--- config.mk ---
export PLATFORM = sky130hd
export DESIGN_NAME = control_sequencer_flat
export DESIGN_NICKNAME = d
export VERILOG_FILES = /design/src/rtl/control_sequencer_pkg.sv /design/src/rtl/control_sequencer_if.sv /design/src/rtl/control_sequencer_decode.sv /design/src/rtl/control_sequencer.sv /design/src/flat_wrapper.sv
export SDC_FILE = /design/constraint.sdc
export NUM_CORES = 1
export LEC_CHECK = 0
export CAP_MARGIN = 20
export CORE_ASPECT_RATIO = 0.6
export CORE_MARGIN = 3
export CORE_UTILIZATION = 39
export DETAILED_ROUTE_END_ITERATION = 8
export PLACE_DENSITY_LB_ADDON = 0.15
export SETUP_SLACK_MARGIN = 0.3
export SLEW_MARGIN = 15
export SYNTH_ARGS = -nofsm -noshare
export SYNTH_HDL_FRONTEND = slang
export SYNTH_HIERARCHICAL = 1
export SYNTH_SLANG_ARGS = --single-unit
--- constraint.sdc ---
create_clock -name clk -period 7 [get_ports clk]
set_input_delay 2.1 -clock clk [delete_from_list [all_inputs] [get_ports clk]]
set_output_delay 2.1 -clock clk [all_outputs]
set_load 0.02 [all_outputs]
--- src/rtl/control_sequencer_pkg.sv ---
// Shared Mini SRC definitions: opcodes, instruction classes and sequencer state encoding.
package mini_src_pkg;

    localparam int OP_W = 5;

    localparam logic [OP_W-1:0] OP_LD   = 5'b00000;
    localparam logic [OP_W-1:0] OP_LDI  = 5'b00001;
    localparam logic [OP_W-1:0] OP_ST   = 5'b00010;
    localparam logic [OP_W-1:0] OP_ADD  = 5'b00011;
    localparam logic [OP_W-1:0] OP_SUB  = 5'b00100;
    localparam logic [OP_W-1:0] OP_AND  = 5'b00101;
    localparam logic [OP_W-1:0] OP_OR   = 5'b00110;
    localparam logic [OP_W-1:0] OP_ROR  = 5'b00111;
    localparam logic [OP_W-1:0] OP_ROL  = 5'b01000;
    localparam logic [OP_W-1:0] OP_SHR  = 5'b01001;
    localparam logic [OP_W-1:0] OP_SHRA = 5'b01010;
    localparam logic [OP_W-1:0] OP_SHL  = 5'b01011;
    localparam logic [OP_W-1:0] OP_ADDI = 5'b01100;
    localparam logic [OP_W-1:0] OP_ANDI = 5'b01101;
    localparam logic [OP_W-1:0] OP_ORI  = 5'b01110;
    localparam logic [OP_W-1:0] OP_DIV  = 5'b01111;
    localparam logic [OP_W-1:0] OP_MUL  = 5'b10000;
    localparam logic [OP_W-1:0] OP_NEG  = 5'b10001;
    localparam logic [OP_W-1:0] OP_NOT  = 5'b10010;
    localparam logic [OP_W-1:0] OP_BR   = 5'b10011;
    localparam logic [OP_W-1:0] OP_JR   = 5'b10100;
    localparam logic [OP_W-1:0] OP_JAL  = 5'b10101;
    localparam logic [OP_W-1:0] OP_IN   = 5'b10110;
    localparam logic [OP_W-1:0] OP_OUT  = 5'b10111;
    localparam logic [OP_W-1:0] OP_MFLO = 5'b11000;
    localparam logic [OP_W-1:0] OP_MFHI = 5'b11001;
    localparam logic [OP_W-1:0] OP_NOP  = 5'b11010;
    localparam logic [OP_W-1:0] OP_HALT = 5'b11011;

    // Address and branch-target arithmetic reuse the ALU add operation.
    localparam logic [OP_W-1:0] ALU_ADD = OP_ADD;

    typedef enum logic [3:0] {
        CLS_ALU3, CLS_IMM, CLS_UNARY, CLS_MULDIV,
        CLS_LD, CLS_LDI, CLS_ST, CLS_BR,
        CLS_JR, CLS_JAL, CLS_IN, CLS_OUT,
        CLS_MFHI, CLS_MFLO, CLS_NOP, CLS_HALT
    } op_class_e;

    typedef enum logic [3:0] {
        S_RESET = 4'd0,
        S_T0    = 4'd1,
        S_T1    = 4'd2,
        S_T2    = 4'd3,
        S_T3    = 4'd4,
        S_T4    = 4'd5,
        S_T5    = 4'd6,
        S_T6    = 4'd7,
        S_T7    = 4'd8,
        S_HALT  = 4'd9
    } state_e;

endpackage

--- src/rtl/control_sequencer_if.sv ---
// Sequencer <-> datapath bundle: instruction/condition inputs and every datapath control line.
interface control_sequencer_if;
    import mini_src_pkg::*;

    logic [31:0]     IR_Data;
    logic            CON_out;
    logic            stop;
    logic            PC_in, IR_in, Y_in, Z_in, HI_in, LO_in, MAR_in, MDR_in, OutPort_in, IncPC;
    logic            PC_out, Zhigh_out, Zlow_out, HI_out, LO_out, MDR_out, InPort_out, C_out;
    logic            Read, Write;
    logic            Gra, Grb, Grc, Rin, Rout, BAout;
    logic [15:0]     RX_in_man;
    logic [OP_W-1:0] alu_instruction_bits;
    logic            run;
    logic            illegal;

    modport master (
        input  IR_Data, CON_out, stop,
        output PC_in, IR_in, Y_in, Z_in, HI_in, LO_in, MAR_in, MDR_in, OutPort_in, IncPC,
        output PC_out, Zhigh_out, Zlow_out, HI_out, LO_out, MDR_out, InPort_out, C_out,
        output Read, Write, Gra, Grb, Grc, Rin, Rout, BAout,
        output RX_in_man, alu_instruction_bits, run, illegal
    );

    modport slave (
        output IR_Data, CON_out, stop,
        input  PC_in, IR_in, Y_in, Z_in, HI_in, LO_in, MAR_in, MDR_in, OutPort_in, IncPC,
        input  PC_out, Zhigh_out, Zlow_out, HI_out, LO_out, MDR_out, InPort_out, C_out,
        input  Read, Write, Gra, Grb, Grc, Rin, Rout, BAout,
        input  RX_in_man, alu_instruction_bits, run, illegal
    );
endinterface

--- src/rtl/control_sequencer_decode.sv ---
// Opcode classifier: groups opcodes that share an execute sequence; unknown opcodes run as nop.
module instr_class_decode
    import mini_src_pkg::*;
(
    input  logic [OP_W-1:0] opcode,
    output op_class_e       op_class,
    output logic            illegal
);

    // Opcode to class lookup
    always_comb begin
        op_class = CLS_NOP;
        illegal  = 1'b0;
        case (opcode)
            OP_ADD, OP_SUB, OP_AND, OP_OR, OP_ROR,
            OP_ROL, OP_SHR, OP_SHRA, OP_SHL:      op_class = CLS_ALU3;
            OP_ADDI, OP_ANDI, OP_ORI:             op_class = CLS_IMM;
            OP_NEG, OP_NOT:                       op_class = CLS_UNARY;
            OP_MUL, OP_DIV:                       op_class = CLS_MULDIV;
            OP_LD:                                op_class = CLS_LD;
            OP_LDI:                               op_class = CLS_LDI;
            OP_ST:                                op_class = CLS_ST;
            OP_BR:                                op_class = CLS_BR;
            OP_JR:                                op_class = CLS_JR;
            OP_JAL:                               op_class = CLS_JAL;
            OP_IN:                                op_class = CLS_IN;
            OP_OUT:                               op_class = CLS_OUT;
            OP_MFHI:                              op_class = CLS_MFHI;
            OP_MFLO:                              op_class = CLS_MFLO;
            OP_NOP:                               op_class = CLS_NOP;
            OP_HALT:                              op_class = CLS_HALT;
            default: begin
                op_class = CLS_NOP;
                illegal  = 1'b1;
            end
        endcase
    end

endmodule

--- src/rtl/control_sequencer.sv ---
// Hardwired Mini SRC control unit: fetch T0-T2, opcode-dependent execute T3-T7, memory wait counting.
module control_sequencer
    import mini_src_pkg::*;
#(
    parameter int MEM_WAIT = 2
) (
    input  logic                clk,
    input  logic                clr,
    control_sequencer_if.master ctl
);

    localparam logic [2:0] WAIT_LAST = 3'(MEM_WAIT - 1);

    state_e          state_q, state_d;
    state_e          boundary_s;
    logic [2:0]      wait_q, wait_d;
    logic [OP_W-1:0] opcode_s;
    op_class_e       op_class_s;
    logic            op_illegal_s;
    logic            last_wait_s;

    assign opcode_s    = ctl.IR_Data[31:27];
    assign last_wait_s = (wait_q == WAIT_LAST);

    instr_class_decode u_decode (
        .opcode   (opcode_s),
        .op_class (op_class_s),
        .illegal  (op_illegal_s)
    );

    // State and wait-count registers
    always_ff @(posedge clk or negedge clr) begin
        if (!clr) begin
            state_q <= S_RESET;
            wait_q  <= 3'd0;
        end else begin
            state_q <= state_d;
            wait_q  <= wait_d;
        end
    end

    // Next-state: stop is only honoured where the next step would be T0
    always_comb begin
        state_d    = state_q;
        wait_d     = 3'd0;
        boundary_s = ctl.stop ? S_HALT : S_T0;
        case (state_q)
            S_RESET: state_d = S_T0;
            S_T0:    state_d = S_T1;
            S_T1: begin
                if (last_wait_s) begin
                    state_d = S_T2;
                end else begin
                    state_d = S_T1;
                    wait_d  = wait_q + 3'd1;
                end
            end
            S_T2:    state_d = S_T3;
            S_T3: begin
                case (op_class_s)
                    CLS_JR, CLS_IN, CLS_OUT, CLS_MFHI,
                    CLS_MFLO, CLS_NOP:                state_d = boundary_s;
                    CLS_HALT:                         state_d = S_HALT;
                    default:                          state_d = S_T4;
                endcase
            end
            S_T4: begin
                case (op_class_s)
                    CLS_UNARY, CLS_JAL:               state_d = boundary_s;
                    default:                          state_d = S_T5;
                endcase
            end
            S_T5: begin
                case (op_class_s)
                    CLS_ALU3, CLS_IMM, CLS_LDI:       state_d = boundary_s;
                    default:                          state_d = S_T6;
                endcase
            end
            S_T6: begin
                case (op_class_s)
                    CLS_LD: begin
                        if (last_wait_s) begin
                            state_d = S_T7;
                        end else begin
                            state_d = S_T6;
                            wait_d  = wait_q + 3'd1;
                        end
                    end
                    CLS_ST:                           state_d = S_T7;
                    default:                          state_d = boundary_s;
                endcase
            end
            S_T7:    state_d = boundary_s;
            S_HALT:  state_d = S_HALT;
            default: state_d = S_RESET;
        endcase
    end

    // Control decode from state, instruction class and wait count
    always_comb begin
        {ctl.PC_in, ctl.IR_in, ctl.Y_in, ctl.Z_in, ctl.HI_in, ctl.LO_in,
         ctl.MAR_in, ctl.MDR_in, ctl.OutPort_in, ctl.IncPC}                 = 10'd0;
        {ctl.PC_out, ctl.Zhigh_out, ctl.Zlow_out, ctl.HI_out, ctl.LO_out,
         ctl.MDR_out, ctl.InPort_out, ctl.C_out}                            = 8'd0;
        {ctl.Read, ctl.Write}                                               = 2'd0;
        {ctl.Gra, ctl.Grb, ctl.Grc, ctl.Rin, ctl.Rout, ctl.BAout}           = 6'd0;
        ctl.RX_in_man            = 16'd0;
        ctl.alu_instruction_bits = 5'd0;
        ctl.illegal              = 1'b0;
        ctl.run                  = (state_q != S_RESET) && (state_q != S_HALT);
        case (state_q)
            S_T0: {ctl.PC_out, ctl.MAR_in, ctl.IncPC, ctl.Z_in} = 4'hF;
            S_T1: begin
                {ctl.Zlow_out, ctl.PC_in, ctl.Read} = 3'b111;
                ctl.MDR_in = last_wait_s;
            end
            S_T2: {ctl.MDR_out, ctl.IR_in} = 2'b11;
            S_T3: begin
                ctl.alu_instruction_bits = opcode_s;
                ctl.illegal              = op_illegal_s;
                case (op_class_s)
                    CLS_ALU3, CLS_IMM:       {ctl.Grb, ctl.Rout, ctl.Y_in}     = 3'b111;
                    CLS_UNARY:               {ctl.Grb, ctl.Rout, ctl.Z_in}     = 3'b111;
                    CLS_MULDIV:              {ctl.Gra, ctl.Rout, ctl.Y_in}     = 3'b111;
                    CLS_LD, CLS_LDI, CLS_ST: {ctl.Grb, ctl.BAout, ctl.Y_in}    = 3'b111;
                    CLS_BR:                  {ctl.Gra, ctl.Rout}               = 2'b11;
                    CLS_JR:                  {ctl.Gra, ctl.Rout, ctl.PC_in}    = 3'b111;
                    CLS_JAL: begin
                        ctl.PC_out        = 1'b1;
                        ctl.RX_in_man[15] = 1'b1;
                    end
                    CLS_IN:   {ctl.InPort_out, ctl.Gra, ctl.Rin}               = 3'b111;
                    CLS_OUT:  {ctl.Gra, ctl.Rout, ctl.OutPort_in}              = 3'b111;
                    CLS_MFHI: {ctl.HI_out, ctl.Gra, ctl.Rin}                   = 3'b111;
                    CLS_MFLO: {ctl.LO_out, ctl.Gra, ctl.Rin}                   = 3'b111;
                    default: ;
                endcase
            end
            S_T4: begin
                ctl.alu_instruction_bits = opcode_s;
                case (op_class_s)
                    CLS_ALU3:   {ctl.Grc, ctl.Rout, ctl.Z_in}                  = 3'b111;
                    CLS_IMM:    {ctl.C_out, ctl.Z_in}                          = 2'b11;
                    CLS_UNARY:  {ctl.Zlow_out, ctl.Gra, ctl.Rin}               = 3'b111;
                    CLS_MULDIV: {ctl.Grb, ctl.Rout, ctl.Z_in}                  = 3'b111;
                    CLS_LD, CLS_LDI, CLS_ST: begin
                        {ctl.C_out, ctl.Z_in}    = 2'b11;
                        ctl.alu_instruction_bits = ALU_ADD;
                    end
                    CLS_BR:     {ctl.PC_out, ctl.Y_in}                         = 2'b11;
                    CLS_JAL:    {ctl.Gra, ctl.Rout, ctl.PC_in}                 = 3'b111;
                    default: ;
                endcase
            end
            S_T5: begin
                ctl.alu_instruction_bits = opcode_s;
                case (op_class_s)
                    CLS_ALU3, CLS_IMM, CLS_LDI: {ctl.Zlow_out, ctl.Gra, ctl.Rin} = 3'b111;
                    CLS_MULDIV:                 {ctl.Zlow_out, ctl.LO_in}        = 2'b11;
                    CLS_LD, CLS_ST:             {ctl.Zlow_out, ctl.MAR_in}       = 2'b11;
                    CLS_BR: begin
                        {ctl.C_out, ctl.Z_in}    = 2'b11;
                        ctl.alu_instruction_bits = ALU_ADD;
                    end
                    default: ;
                endcase
            end
            S_T6: begin
                ctl.alu_instruction_bits = opcode_s;
                case (op_class_s)
                    CLS_MULDIV: {ctl.Zhigh_out, ctl.HI_in} = 2'b11;
                    CLS_LD: begin
                        ctl.Read   = 1'b1;
                        ctl.MDR_in = last_wait_s;
                    end
                    CLS_ST:     {ctl.Gra, ctl.Rout, ctl.MDR_in} = 3'b111;
                    CLS_BR: begin
                        ctl.Zlow_out = 1'b1;
                        ctl.PC_in    = ctl.CON_out;
                    end
                    default: ;
                endcase
            end
            S_T7: begin
                ctl.alu_instruction_bits = opcode_s;
                case (op_class_s)
                    CLS_LD:  {ctl.MDR_out, ctl.Gra, ctl.Rin} = 3'b111;
                    CLS_ST:  ctl.Write = 1'b1;
                    default: ;
                endcase
            end
            default: ;
        endcase
    end

endmodule
--- src/flat_wrapper.sv ---
// flat-port wrapper written by rule: the top's interface ports become plain ports
module control_sequencer_flat import mini_src_pkg::*;
#(
    parameter int MEM_WAIT = 2
)
  (clk, clr, ctl_IR_Data, ctl_CON_out, ctl_stop, ctl_PC_in, ctl_IR_in, ctl_Y_in, ctl_Z_in, ctl_HI_in, ctl_LO_in, ctl_MAR_in, ctl_MDR_in, ctl_OutPort_in, ctl_IncPC, ctl_PC_out, ctl_Zhigh_out, ctl_Zlow_out, ctl_HI_out, ctl_LO_out, ctl_MDR_out, ctl_InPort_out, ctl_C_out, ctl_Read, ctl_Write, ctl_Gra, ctl_Grb, ctl_Grc, ctl_Rin, ctl_Rout, ctl_BAout, ctl_RX_in_man, ctl_alu_instruction_bits, ctl_run, ctl_illegal);
  control_sequencer_if ctl_i ();
  input  logic clk;
  input  logic clr;
  input wire logic [$bits(ctl_i.IR_Data)-1:0] ctl_IR_Data;
  input wire logic [$bits(ctl_i.CON_out)-1:0] ctl_CON_out;
  input wire logic [$bits(ctl_i.stop)-1:0] ctl_stop;
  output wire logic [$bits(ctl_i.PC_in)-1:0] ctl_PC_in;
  output wire logic [$bits(ctl_i.IR_in)-1:0] ctl_IR_in;
  output wire logic [$bits(ctl_i.Y_in)-1:0] ctl_Y_in;
  output wire logic [$bits(ctl_i.Z_in)-1:0] ctl_Z_in;
  output wire logic [$bits(ctl_i.HI_in)-1:0] ctl_HI_in;
  output wire logic [$bits(ctl_i.LO_in)-1:0] ctl_LO_in;
  output wire logic [$bits(ctl_i.MAR_in)-1:0] ctl_MAR_in;
  output wire logic [$bits(ctl_i.MDR_in)-1:0] ctl_MDR_in;
  output wire logic [$bits(ctl_i.OutPort_in)-1:0] ctl_OutPort_in;
  output wire logic [$bits(ctl_i.IncPC)-1:0] ctl_IncPC;
  output wire logic [$bits(ctl_i.PC_out)-1:0] ctl_PC_out;
  output wire logic [$bits(ctl_i.Zhigh_out)-1:0] ctl_Zhigh_out;
  output wire logic [$bits(ctl_i.Zlow_out)-1:0] ctl_Zlow_out;
  output wire logic [$bits(ctl_i.HI_out)-1:0] ctl_HI_out;
  output wire logic [$bits(ctl_i.LO_out)-1:0] ctl_LO_out;
  output wire logic [$bits(ctl_i.MDR_out)-1:0] ctl_MDR_out;
  output wire logic [$bits(ctl_i.InPort_out)-1:0] ctl_InPort_out;
  output wire logic [$bits(ctl_i.C_out)-1:0] ctl_C_out;
  output wire logic [$bits(ctl_i.Read)-1:0] ctl_Read;
  output wire logic [$bits(ctl_i.Write)-1:0] ctl_Write;
  output wire logic [$bits(ctl_i.Gra)-1:0] ctl_Gra;
  output wire logic [$bits(ctl_i.Grb)-1:0] ctl_Grb;
  output wire logic [$bits(ctl_i.Grc)-1:0] ctl_Grc;
  output wire logic [$bits(ctl_i.Rin)-1:0] ctl_Rin;
  output wire logic [$bits(ctl_i.Rout)-1:0] ctl_Rout;
  output wire logic [$bits(ctl_i.BAout)-1:0] ctl_BAout;
  output wire logic [$bits(ctl_i.RX_in_man)-1:0] ctl_RX_in_man;
  output wire logic [$bits(ctl_i.alu_instruction_bits)-1:0] ctl_alu_instruction_bits;
  output wire logic [$bits(ctl_i.run)-1:0] ctl_run;
  output wire logic [$bits(ctl_i.illegal)-1:0] ctl_illegal;
  assign ctl_i.IR_Data = ctl_IR_Data;
  assign ctl_i.CON_out = ctl_CON_out;
  assign ctl_i.stop = ctl_stop;
  assign ctl_PC_in = ctl_i.PC_in;
  assign ctl_IR_in = ctl_i.IR_in;
  assign ctl_Y_in = ctl_i.Y_in;
  assign ctl_Z_in = ctl_i.Z_in;
  assign ctl_HI_in = ctl_i.HI_in;
  assign ctl_LO_in = ctl_i.LO_in;
  assign ctl_MAR_in = ctl_i.MAR_in;
  assign ctl_MDR_in = ctl_i.MDR_in;
  assign ctl_OutPort_in = ctl_i.OutPort_in;
  assign ctl_IncPC = ctl_i.IncPC;
  assign ctl_PC_out = ctl_i.PC_out;
  assign ctl_Zhigh_out = ctl_i.Zhigh_out;
  assign ctl_Zlow_out = ctl_i.Zlow_out;
  assign ctl_HI_out = ctl_i.HI_out;
  assign ctl_LO_out = ctl_i.LO_out;
  assign ctl_MDR_out = ctl_i.MDR_out;
  assign ctl_InPort_out = ctl_i.InPort_out;
  assign ctl_C_out = ctl_i.C_out;
  assign ctl_Read = ctl_i.Read;
  assign ctl_Write = ctl_i.Write;
  assign ctl_Gra = ctl_i.Gra;
  assign ctl_Grb = ctl_i.Grb;
  assign ctl_Grc = ctl_i.Grc;
  assign ctl_Rin = ctl_i.Rin;
  assign ctl_Rout = ctl_i.Rout;
  assign ctl_BAout = ctl_i.BAout;
  assign ctl_RX_in_man = ctl_i.RX_in_man;
  assign ctl_alu_instruction_bits = ctl_i.alu_instruction_bits;
  assign ctl_run = ctl_i.run;
  assign ctl_illegal = ctl_i.illegal;
  control_sequencer #(.MEM_WAIT(MEM_WAIT)) u_core (.clk(clk), .clr(clr), .ctl(ctl_i));
endmodule
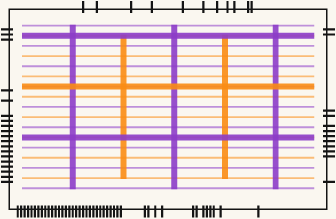
(PDN straps and rails)
Pins as bars on the die edge.
colour	net
purple	VSS
orange	VDD
signal pins	85
met1 rails	17
met4 straps	5
met5 straps	3
Core ar.: 0.003403 mm²
Vert. Die Dim: 53.13 µm
width of the die: 84.55 µm
worst supply voltage drop on vdd: 0.2024 mV

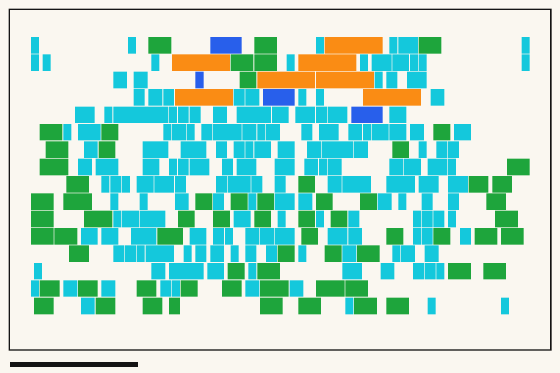
(placement by cell class)
Scale bar: 20 µm.
colour	class	cells	share of their area
green	remaining buffers and delay cells	66	31%
orange	sequential cells	7	9.2%
cyan	combinational and other logic	177	57%
blue	clock drivers and dummy loads	4	2.4%

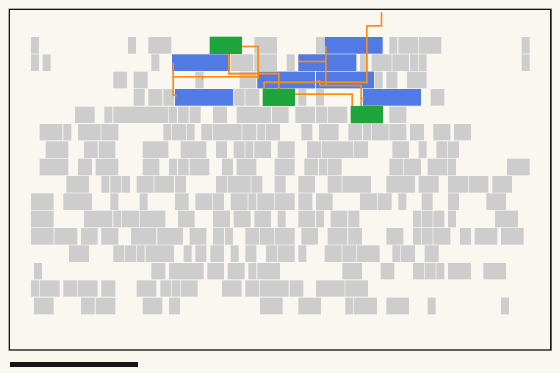
(clock network drawn from the DEF)
Scale bar: 20 µm.
[orange] clock wires | length: 118 µm
[blue] flip-flops | count: 7
[green] clock drivers | count: 3
routed clock nets	4

==> run notes <==
The flow completed. The flow ran to the end, and the final reports show no timing, DRC or antenna violations. The final timing report derives a shortest allowable period of 6.598 ns. Looking at the reg2reg group, the worst path starts from u_core/state_q[0]. Looking at the reg2reg group, the worst path ends at u_core/wait_q[1]. Summed over its instances, the top area cell type makes up 12.13% of the synthesized netlist area. TritonCTS built the clock tree. STA shows the worst min-delay path finishing at u_core/wait_q[0]. Multi-input logic portion of the cell area landed at 54.55%. After layout the signal buffers, clock cells excluded, come to 30.43% of cell area. Synthesized area per cell landed at 7.009 µm². OpenROAD warning count landed at 54. After Yosys synthesis, XOR and XNOR cells account for 2.426% of the synthesized area.

The number of cells on the worst hold path is listed as 1. Count of unique library cells instantiated by Yosys landed at 56. Post-detailed-route count of antenna-violating nets landed at 0. The class occupying the most area after layout is reported as combinational gates. For this design the static power due to leakage is 0.9075 nW. Summed standard-cell area reported by yosys landed at 0.001444 mm².

The synthesis report lists the most area-consuming cells as dfrtp_1 12%, buf_4 9.9%, nor2_1 4.9%, a21oi_1 4.5%, nand2_1 3.9%. Proportion of synthesized chip area in sequential cells landed at 12.13%. First-pass GRT wire length landed at 7.107 mm. In this run the maximum-capacitance check reported violations numbering 0. The STA report counts the stages on the worst setup path as 10. Final period utilization landed at 94.25%. CTS placed an instance of clkbuf_8 at the clock tree root. Per the slew report, the remaining headroom to the max-slew limit stands at 57.19%. Total via count in the routed design landed at 1699.

Storage element area landed at 175.2 µm². Per STA, the worst path accumulates the most delay in the family buffers and inverters. As logged by OpenROAD, the buffers inserted on ports number 42. The initialized floorplan defines 16 standard-cell rows. According to the timing report, the data required time at the worst endpoint equals 4.90 ns.

Power density over the cells landed at 293.1 mW/mm². Post-synth tally of flip-flops with integrated enable landed at 0. The floorplan step records an initial core utilization of 42.43%. The clock net in this run drives a total of 7 sinks. Total global-route track usage over all layers is 19.82%. Count of clock-net buffers in the final layout landed at 4. The layout has 66 buffers outside the clock class. Area fraction in and, or, nand and nor cells landed at 39.95%.

Total count of hold-check failures in the final report landed at 0. Layout cell share with drive strength beyond 1 landed at 15.75%. The worst setup path is captured at an output pin. The number of hold buffers added after CTS was 0. According to the tapcell log, the count of inserted taps is 45. The critical path starts at ctl_IR_Data[30].

After floorplanning, the die was sized to cover 0.004492 mm². Among the non-sequential cells, simple AND/OR/NAND/NOR gates take the most area. The synthesized netlist occupies a cell area of 0.001444 mm².

Maximum number of pins on one net before global-route repair landed at 20. Count of antenna diodes in the layout landed at 0. For this block, the initial DRC count from the detailed router was 168. The HPWL after detailed placement is 3.507 mm. Per the layout area report, the combinational gate area comes to 0.001072 mm². The Yosys step of the flow raised 6 warnings. In this run the worst path has a maximum fanout of 13.

For reference, the critical path cell chain is dlygate4sd2_1 -> buf_4 -> nor4b_2 -> a21oi_1 -> a22oi_2 -> buf_6 -> nand2b_1 -> a31oi_1 -> a221o_1 -> clkdlybuf4s50_1. Checking hold timing, the worst path is listed with class flop to flop. Signal arrival time at the worst endpoint landed at 4.50 ns. Highest clock frequency the design can meet landed at 151.6 MHz. Final-stage net count landed at 291. Initial antenna violation count landed at 0. Number of placed cells counting well taps landed at 293. Final routed wire length divided by cell count landed at 15.13 µm. Per the gpl log, the routability congestion estimate is 0.9250.

AND-OR/OR-AND share of the synthesized area landed at 26.08%. Worst clock skew on the final layout landed at 0.001461 ns. Sorting the synthesized cells by how often they occur yields 19 x buf_4, 19 x nor2_1, 15 x nand2_1, 13 x a21oi_1, 11 x buf_2. In the finished design the tool counted flip-flops and latches totalling 7.

On the critical path, the stage with the largest delay is an instance of clkdlybuf4s50_1. Number of buffers created by CTS landed at 3. The final timing report lists a max-slew violation count of 0. The clock passes through at most 2 buffers. Depth of the most critical reg-to-reg path landed at 5. The final design was reported to hold multi-input combinational gates totalling 172. Number of remaining DRC errors landed at 0. Area fraction in full adders, half adders and majority gates landed at 0%. Share of the core filled with cells in the final layout landed at 57.76%. For this run, the leading register cell type out of synthesis is dfrtp_1. On the worst path, the slowest cell contributes a delay of 0.54 ns.

For reference, the clock transition at the flip-flops on the worst setup and hold paths is 0.04 ns. Post-synthesis async set-or-reset flop share landed at 100.0%. Flop-to-flop setup slack landed at 5.08 ns. Post-synthesis register bit count landed at 7. Together, buffers and inverters on the worst path number 4. Looking at hold timing, the worst path starts from u_core/wait_q[0]. The layout report gives the register share of total cell area as 8.911%.

Count of pins on the block boundary landed at 85. Setup repair after global routing could not meet its margin everywhere. After detailed routing, the number of vias per cell comes to 5.682. Post-synthesis cell count landed at 206. The transition time recorded at the tightest slew-check pin is 0.6422 ns. Proportion of synthesized area in mux cells landed at 1.560%.

Total congestion overflow after global routing landed at 0. According to the timing report, the critical path is captured at ctl_Z_in. Non-filler instance count after layout landed at 299. STA classifies the critical path startpoint as a primary input. Clock latency reported for the late side of the worst-skew pair landed at 0.22 ns. In this run the number of H-tree levels came out at 1. The final layout report lists a filler cell count of 329.

Non-clock inverters in the final layout number 5. Post-detailed-routing wire length landed at 4.524 mm. Post-synthesis to final-layout area growth landed at 36.14%. Cell total in the yosys stat output landed at 206.

Setup violation total in the final timing report landed at 0. The biggest area contributor in the post-synthesis netlist is dfrtp_1. Via count of the first global-routing pass landed at 1420. Clock distribution area overhead in the final layout landed at 2.292%. For reference, the most critical setup path is categorized as primary input to output pin. For this run, the detailed router's first-pass iteration total came to 4.
metal layers:
metal  track usage (%)  vias to the layer above  part of all wire [%]
met2             26.62                      100                    39
met4             3.158                        0                  0.75
met3             3.577                        4                    11
met1             31.86                      774                    50
li1                  -                      821                     -
met5                 0                        -                     0
state kept, by name, summed over array words and instances, names as in the netlist:
name	flops
u_core/state_q	4
u_core/wait_q	3
where the power goes:
part           total (mW)  internal (mW)  leakage [nW]  switching, mW
clock network      0.0560         0.0393        0.0228         0.0166
logic               0.413          0.188         0.793          0.225
registers           0.108         0.0536        0.0917         0.0540
layout by cell type, fill, tap and decap left out, types with 2 or more instances in the layout:
master,instances
o22ai_1,3
nor4_2,2
xor2_1,2
nand3_1,10
inv_1,5
nor4_1,2
nor3_1,6
a31oi_1,6
nor2b_1,6
nand3b_1,2
o21a_1,3
a21oi_1,13
nand2_1,15
and2_1,4
nor4b_1,3
a211o_1,2
and3_1,4
clkbuf_8,3
dfrtp_1,7
nand2b_1,9
mux2_2,2
dlygate4sd2_1,11
conb_1,15
o211ai_1,5
xnor2_1,2
dlymetal6s2s_1,5
nor2_1,19
clkdlybuf4s50_1,25
a21o_1,2
nand4bb_1,2
o21ai_0,7
buf_4,23
through the flow:
stage               area, µm²  worst slack, ns  setup TNS, ns  total power, mW  hold WS, ns
global placement         1903        -0.007428      -0.007428           0.5208       0.4994
finish                   1966           0.4024              0           0.5762       0.5138
global route             1966           0.2042              0           0.6155       0.5311
detailed placement       1903          0.01843              0           0.5207       0.5067
floorplan                1496           0.8344              0           0.3827       0.4734
CTS                      1949           0.3669              0           0.5755       0.5103
timing repair:
action                     in CTS  in global routing
pin swaps                       1                  0
setup endpoints to repair      21                 10
setup buffers                   1                  1
hold endpoints to repair        0                  0
gates resized                  14                  7
Power is estimated from default activity; no workload was simulated.
